Figure 1. Wiring by layer.
Scale: 3 px per um.
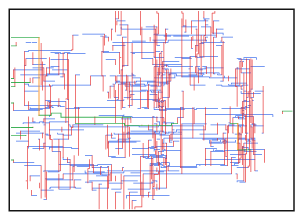
Figure 2. Register map, names as in the netlist.
Scale: 3 px per um. Other sequential cells in the stronger gray, the rest of the logic in the fainter gray.
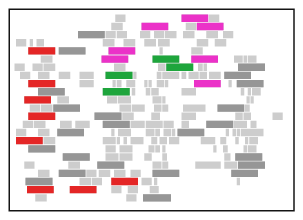
==> config.mk <==
export PLATFORM = sky130hd
export DESIGN_NAME = spi_byte_master
export DESIGN_NICKNAME = d
export VERILOG_FILES = /design/src/rtl/spi_pkg.sv /design/src/rtl/spi_sclk_div.sv /design/src/rtl/spi_byte_master.sv
export SDC_FILE = /design/constraint.sdc
export NUM_CORES = 1
export LEC_CHECK = 0
export CELL_PAD_IN_SITES_DETAIL_PLACEMENT = 0
export CELL_PAD_IN_SITES_GLOBAL_PLACEMENT = 1
export CORE_ASPECT_RATIO = 0.7
export CORE_MARGIN = 1
export CORE_UTILIZATION = 35
export DETAILED_ROUTE_END_ITERATION = 16
export PLACE_DENSITY_LB_ADDON = 0.25
export SETUP_SLACK_MARGIN = 0.05
export SKIP_CTS_REPAIR_TIMING = 1
export SLEW_MARGIN = 20
export SYNTH_ARGS = -nofsm -noshare
export SYNTH_HDL_FRONTEND = slang
export SYNTH_SLANG_ARGS = --single-unit
==> constraint.sdc <==
create_clock -name clk_out1 -period 6.27 [get_ports clk_out1]
set_clock_uncertainty 0.05 [all_clocks]
set_input_delay 0.9405 -clock clk_out1 [delete_from_list [all_inputs] [get_ports clk_out1]]
set_output_delay 0.9405 -clock clk_out1 [all_outputs]
set_load 0.02 [all_outputs]
==> GITHUB_STEP_SUMMARY <==
### Metrics collected by this job

| Metric | Value |
|---|---|
| CORE AREA | 0.005756 sq mm |
| Final Cell Area | 0.002499 sq mm |
| Largest net degree at the start of global routing | 43 |
| Rows | 23 |
| Yosys top cell by area | dfrtp_1 |
| Setup WS post-layout | 3785 ps |
| Cells on worst reg2reg path | 5 |
| Vias in the first global route | 1426 |
| Detailed-route DRC error count | 0 |
| WP data required | 6390 ps |
| Ys async rst share | 100.0% |
| Slew HR | 48.44% |
| Primary FF master, synth | dfrtp_1 |
| Min-delay worst type | reg2reg |
| Sw frac | 21.06% |
| Dpl ws | 3470 ps |
| Syn_nets | 187 |
| Yosys chip area | 0.002092 sq mm |
| Crit Path Max Fanout | 8 |
| Drt first pass iters | 4 |
| Final slew viol count | 0 |
| Final GP Congestion | 0.7559 |
| Port Buffer Count | 25 |
| Lkg Pwr | 1.147 nW |
| Crit path kind | in2reg |
| First-pass GRT wire length | 6734 um |
| Worst slew pin tran | 773.3 ps |
| DR iter-0 viols | 42 |
| Die Ht | 66.69 um |
| Met3 GRT Util | 3.653% |
| Dpl hpwl | 2707 um |
| Critical path arrival | 2610 ps |
| Clock-pin transition on the worst setup and hold timing paths | 80 ps |
| Fmax | 0.4024 GHz |
| Main logic family | multiplexers |
| Synth Seq Share | 50.30% |
| Root buf cell | clkbuf_8 |
| Seq pwr share | 58.6% |
| Yosys simple share | 12.92% |
| Final setup fails | 0 |
| PwrDens | 188.2 mW/mm^2 |
| Power share of the combinational group | 3.5% |
| Die Span X | 94.41 um |
| Mux cell area share after synthesis | 18.12% |
| Cts bufs inserted | 5 |
| RSZ-0062 raised after global routing | no |
| Status | finished, final reports clean |
| Grt total ovfl | 0 |
| Mapped Area | 0.002092 sq mm |
| Mean Syn Cell Area | 12.68 sq um |
| Layout Nets | 215 |
Back to the opening pictures, Figure 1:
- green: metal 3 (wire length 110 um)
- red: metal 2 (wire length 1820 um)
- orange: metal 4 (wire length 34.7 um)
- blue: metal 1 (wire length 1690 um)
all-layer global routing usage: 14.04%
Routed WL: 3660 um
vias: 1295
WL per Instance: 13.61 um

Back to the opening pictures, Figure 2:
- magenta: `tx_sr` (placed flops 7)
- red: `rx_data` (placed flops 8)
- green: `bit_cnt` (placed flops 4)
- not colored: 23
Sequential Power: 0.275 mW
Final Util: 43.41%
fraction of area in registers: 42.11%

-- cell families after synthesis --
| logic type | Yosys count |
|---|---|
| AOI/OAI and AO/OA | 18 |
| xor gates and xnor gates | 5 |
| adders and majority gates | 10 |
| buffers and inverters | 15 |
| DFF | 42 |
| muxes | 34 |
| and+or+nand+nor | 41 |
-- routing by layer --
metal,vias up,part of all wire [%]
li1,631,-
met4,0,0.93
met3,4,3.0
met5,-,0
met2,15,50
met1,645,46
-- cell type report --
| cell class | count | area [sq um] | area share, % |
|---|---|---|---|
| sequential | 42 | 1052 | 42.11 |
| multi-input combinational | 108 | 962.2 | 38.51 |
| timing repair buffer | 26 | 257.7 | 10.32 |
| tap | 75 | 93.84 | 3.756 |
| clock buffer | 6 | 82.58 | 3.305 |
| inverter | 10 | 37.54 | 1.502 |
| clock inverter | 2 | 12.51 | 0.5008 |
-- power by group through the flow --
stage,clock network [mW],registers [mW],logic (mW)
3_5_place_dp,0,0.281,0.0173
3_3_place_gp,0,0.281,0.0165
2_1_floorplan,0,0.281,0.00659
5_1_grt,0.199,0.276,0.0187
6_report,0.178,0.275,0.0165
4_1_cts,0.187,0.276,0.0172
-- critical path, cell delays in order --
cell             delay [ps]
clkdlybuf4s50_1         520
nand3_1                 120
or2_2                   360
a21oi_4                 290
mux2_2                  380
-- per-stage QoR --
stage | std cells | hold WS, ps | util (%)
after global placement | 261 | 417.4 | 41.76
after global routing | 269 | 481.1 | 43.41
after CTS | 269 | 449.5 | 43.41
after floorplan | 165 | 391.5 | -
after detailed placement | 261 | 438.3 | 41.76
final | 269 | 453.6 | 43.41
No activity file was given, so power comes from the tool's default toggle rates.
